### Track usage over the die

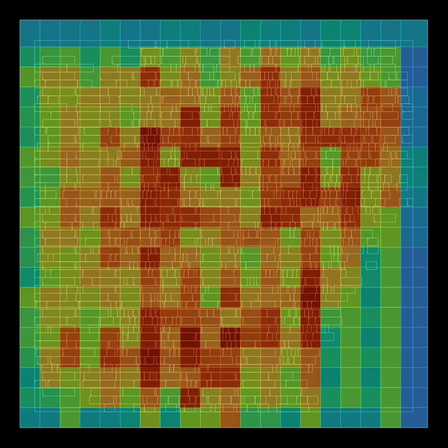
### Cell classes on the final placement

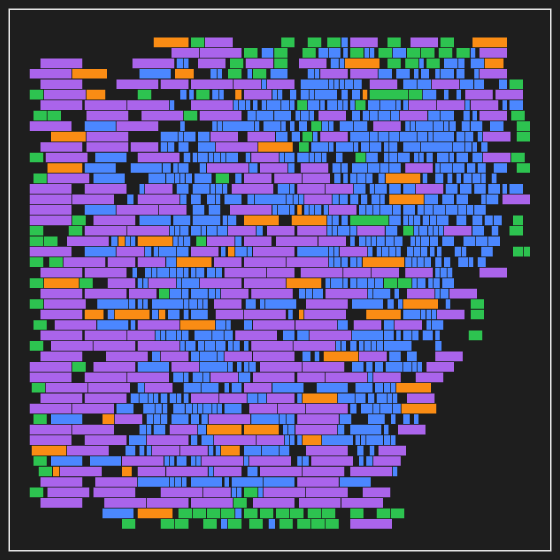
### Cell sizes after repair

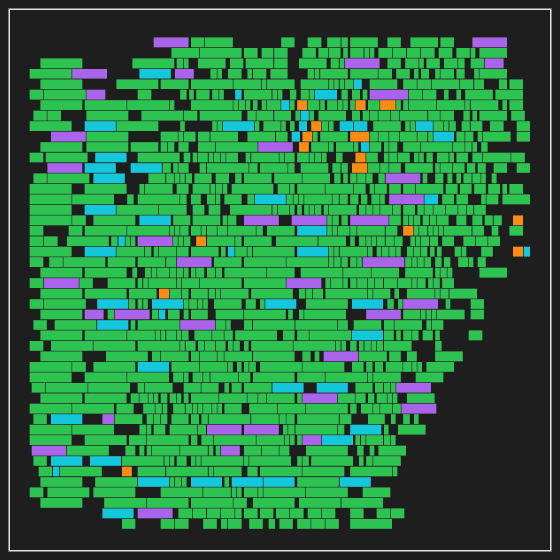
### Signal metal coverage by tile

Bar = 50 um. The die is cut into 28 by 28 equal tiles; dark blue is low, red is high, scaled to the fullest tile. Values are wire area over tile area, all layers added.
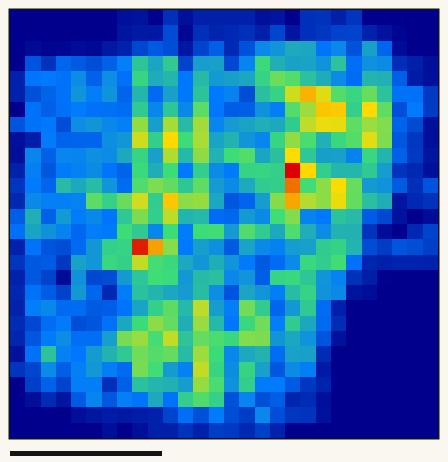
**src/rtl/accumulate.sv**
```systemverilog
// accumulate
// ----------
// Channel-accumulation stage that sits in front of the block-RAM write stage.
// It sums every num_accum consecutive GROUP_SIZE-lane groups lane by lane and
// emits one summed group per window. Lane sums wrap modulo 2^DATA_WIDTH. The
// write stage downstream does any clipping.
//
// Ports
//   clk        clock; all logic on posedge
//   rst        synchronous, active-high reset
//   configure  single-cycle strobe; loads num_accum and restarts the window
//   num_accum  groups per window (0 is treated as 1)
//   data_in    input group; lane i is bits [(i+1)*DATA_WIDTH-1 : i*DATA_WIDTH]
//   valid_in   input group valid
//   avail_out  upstream may send
//   data_out   accumulated group (registered)
//   valid_out  one-cycle pulse per result (registered)
//   avail_in   downstream can accept a result
//   state_dbg  current FSM state, for observation only
//
// Handshake
//   IN:  each cycle with valid_in=1 pushes data_in into a 4-deep FIFO.
//        avail_out is (occupancy < 2). Upstream reacts one cycle late, so it
//        may push once more after avail_out falls. The two spare slots absorb
//        that extra push. A push into a full FIFO is dropped unless a pop
//        happens in the same cycle.
//   OUT: the final pop of a window fires only when avail_in=1. It produces a
//        one-cycle valid_out pulse on the next cycle. Non-final pops ignore
//        avail_in.
module accumulate #(
  parameter int GROUP_SIZE    = 4,
  parameter int DATA_WIDTH    = 8,
  parameter int LOG_MAX_ACCUM = 16
) (
  input  logic                             clk,
  input  logic                             rst,
  input  logic                             configure,
  input  logic [LOG_MAX_ACCUM-1:0]         num_accum,
  input  logic [GROUP_SIZE*DATA_WIDTH-1:0] data_in,
  input  logic                             valid_in,
  output logic                             avail_out,
  output logic [GROUP_SIZE*DATA_WIDTH-1:0] data_out,
  output logic                             valid_out,
  input  logic                             avail_in,
  output logic [1:0]                       state_dbg
);

  localparam int W = GROUP_SIZE * DATA_WIDTH;

  typedef enum logic [1:0] {
    ST_UNCONF = 2'd0,  // no num_accum loaded yet; nothing is popped
    ST_ACCUM  = 2'd1,  // count_r < num_accum_r-1
    ST_LAST   = 2'd2   // count_r == num_accum_r-1; the next pop completes a window
  } state_t;

  state_t                   state_r, state_next;
  logic [LOG_MAX_ACCUM-1:0] num_accum_r;
  logic [LOG_MAX_ACCUM-1:0] count_r;
  logic [W-1:0]             acc_r;

  // Input FIFO
  logic [W-1:0] fifo_mem [4];
  logic [1:0]   wr_ptr, rd_ptr;
  logic [2:0]   occ;
  logic         fifo_empty, fifo_full;
  logic         push, pop;
  logic [W-1:0] head;

  logic [LOG_MAX_ACCUM-1:0] num_cfg;
  logic [LOG_MAX_ACCUM-1:0] count_inc;
  logic                     is_final;
  logic [W-1:0]             sum;

  assign fifo_empty = (occ == 3'd0);
  assign fifo_full  = (occ == 3'd4);
  assign avail_out  = (occ < 3'd2);
  assign head       = fifo_mem[rd_ptr];
  assign state_dbg  = state_r;

  assign num_cfg   = (num_accum == '0) ? LOG_MAX_ACCUM'(1) : num_accum;
  assign count_inc = count_r + LOG_MAX_ACCUM'(1);
  assign is_final  = (state_r == ST_LAST);

  // configure has priority over a pop in the same cycle.
  // Only the last group of a window waits on avail_in.
  assign pop  = (state_r != ST_UNCONF) && !fifo_empty && !configure &&
                (!is_final || avail_in);
  // A pop in the same cycle frees a slot, so a push into a full FIFO is kept.
  assign push = valid_in && (!fifo_full || pop);

  // Per-lane wrapping sum. The first group of a window starts from zero, so
  // acc_r does not need clearing between windows.
  always_comb begin
    sum = '0;
    for (int i = 0; i < GROUP_SIZE; i++) begin
      sum[i*DATA_WIDTH +: DATA_WIDTH] =
        ((count_r == '0) ? '0 : acc_r[i*DATA_WIDTH +: DATA_WIDTH]) +
        head[i*DATA_WIDTH +: DATA_WIDTH];
    end
  end

  // FSM next state
  always_comb begin
    state_next = state_r;
    if (configure) begin
      state_next = (num_cfg == LOG_MAX_ACCUM'(1)) ? ST_LAST : ST_ACCUM;
    end else if (pop) begin
      case (state_r)
        ST_LAST:  state_next = (num_accum_r == LOG_MAX_ACCUM'(1)) ? ST_LAST : ST_ACCUM;
        ST_ACCUM: state_next = (count_inc == num_accum_r - LOG_MAX_ACCUM'(1)) ? ST_LAST : ST_ACCUM;
        default:  state_next = state_r;
      endcase
    end
  end

  always_ff @(posedge clk) begin
    if (rst) state_r <= ST_UNCONF;
    else     state_r <= state_next;
  end

  // FIFO storage needs no reset. Only the pointers and occupancy define contents.
  always_ff @(posedge clk) begin
    if (push) fifo_mem[wr_ptr] <= data_in;
  end

  always_ff @(posedge clk) begin
    if (rst) begin
      wr_ptr <= '0;
      rd_ptr <= '0;
      occ    <= '0;
    end else begin
      if (push) wr_ptr <= wr_ptr + 2'd1;
      if (pop)  rd_ptr <= rd_ptr + 2'd1;
      case ({push, pop})
        2'b10:   occ <= occ + 3'd1;
        2'b01:   occ <= occ - 3'd1;
        default: occ <= occ;
      endcase
    end
  end

  // Window datapath and output registers
  always_ff @(posedge clk) begin
    if (rst) begin
      num_accum_r <= LOG_MAX_ACCUM'(1);
      count_r     <= '0;
      acc_r       <= '0;
      data_out    <= '0;
      valid_out   <= 1'b0;
    end else begin
      valid_out <= 1'b0;
      if (configure) begin
        // Restart the window. data_out and any pending valid_out pulse are untouched.
        num_accum_r <= num_cfg;
        count_r     <= '0;
        acc_r       <= '0;
      end else if (pop) begin
        if (is_final) begin
          data_out  <= sum;
          valid_out <= 1'b1;
          count_r   <= '0;
        end else begin
          acc_r   <= sum;
          count_r <= count_inc;
        end
      end
    end
  end

endmodule

```
**config.mk**
```make
export PLATFORM = sky130hd
export DESIGN_NAME = accumulate
export DESIGN_NICKNAME = d
export VERILOG_FILES = /design/src/rtl/accumulate.sv
export SDC_FILE = /design/constraint.sdc
export NUM_CORES = 1
export LEC_CHECK = 0
export CAP_MARGIN = 20
export CORE_MARGIN = 5
export CORE_UTILIZATION = 63
export DETAILED_ROUTE_END_ITERATION = 10
export PLACE_DENSITY = 0.95
export SETUP_SLACK_MARGIN = 0.1
export SYNTH_ARGS = -nofsm -noshare
export SYNTH_HDL_FRONTEND = slang
export SYNTH_SLANG_ARGS = --single-unit
```
**constraint.sdc**
```tcl
create_clock -name clk -period 8.9 [get_ports clk]
set_input_delay 1.78 -clock clk [delete_from_list [all_inputs] [get_ports clk]]
set_output_delay 1.78 -clock clk [all_outputs]
set_load 0.05 [all_outputs]
```
==> GITHUB_STEP_SUMMARY <==
### Metrics collected by this job

| Metric | Value |
|---|---|
| Syn_area_per_cell | 11.4 um2 |
| Crit. path cell count | 1 |
| DRC | 0 |
| CTS tree | yes |
| Nonclk inv count | 24 |
| Crit path from | state_dbg[0] |
| HPWL after DPL | 15,700 um |
| Worst hold slack | 0.454 ns |
| Total power | 2.53 mW |
| Top cells by count | 128 x edfxtp_1, 128 x nand2_1, 108 x dfxtp_1 |
| Slew HR | 0.328 |
| #MultiIn Comb | 625 |
| Post-synth cell types | 51 |
| Fin Setup TNS | 0 ns |
| Synth flops | 236 |
| Dominant logic cell type in the layout | edfxtp_1 |
| Hold path cells | 2 |
| Total CTS buffers | 24 |
| Max Slew Vio Count | 0 |
| Internal cell power | 1.92 mW |
| Pre-CTS WS | 4.61 ns |
| Comb power | 279 uW |
| Drt first-iter violations | 954 |
| Via count | 7,699 |
| WL met3 | 1930 um |
| Status | completed |
| Combinational Area | 4420 um2 |
Notes on 'Track usage over the die' above:
utilization after layout: 0.760
met1 Usage GRT: 0.303
met2 Use GR: 0.468
WL/cell: 20.6 um
met3 Usage GRT: 0.0470

Notes on 'Cell classes on the final placement' above:
legend:
  remaining buffers and delay cells:
    color: green
    cells: 101
  clock drivers and dummy loads:
    color: orange
    cells: 44
  sequential cells:
    color: purple
    cells: 236
  combinational and other logic:
    color: blue
    cells: 649
core area: 16,600 um2
row cnt: 47

Notes on 'Cell sizes after repair' above:
legend:
  _3 and _4 cells:
    color: orange
    cells: 15
    share: 1.5%
  _2 cells:
    color: cyan
    cells: 51
    share: 5.0%
  _0 and _1 cells:
    color: green
    cells: 927
    share: 90%
  _6 and larger:
    color: purple
    cells: 37
    share: 3.6%
fin area: 12,600 um2
PnR worst setup slack: 5.20 ns

Notes on 'Signal metal coverage by tile' above:
mean over tiles: 0.22
emptiest ninth of the die: bottom right
densest ninth of the die: middle
tiles over half the peak: 13%

-- logic make-up (layout without fill, tap and decap cells) --
family	Yosys count	count (layout)	synth area share
AOI/OAI and AO/OA	160	160	0.0887
xor gates and xnor gates	67	67	0.0561
adders and majority gates	41	41	0.0514
buffers and inverters	77	169	0.0289
DFF	236	236	0.561
muxes	48	48	0.0823
and+or+nand+nor	309	309	0.131
-- sequential cells by signal, indices dropped and copies added, names as in the netlist, 2 cells and up, named ones only --
name	cells
state_dbg	2
data_out	32
acc_r	32
wr_ptr	2
rd_ptr	2
fifo_mem	128
occ	3
num_accum_r	16
count_r	16
-- worst min-delay path, stage by stage (launching register included) --
cell and delay [ns]:
dfxtp_1 0.31, nand2_1 0.05, a21oi_1 0.05
Power and IR drop assume default switching activity.
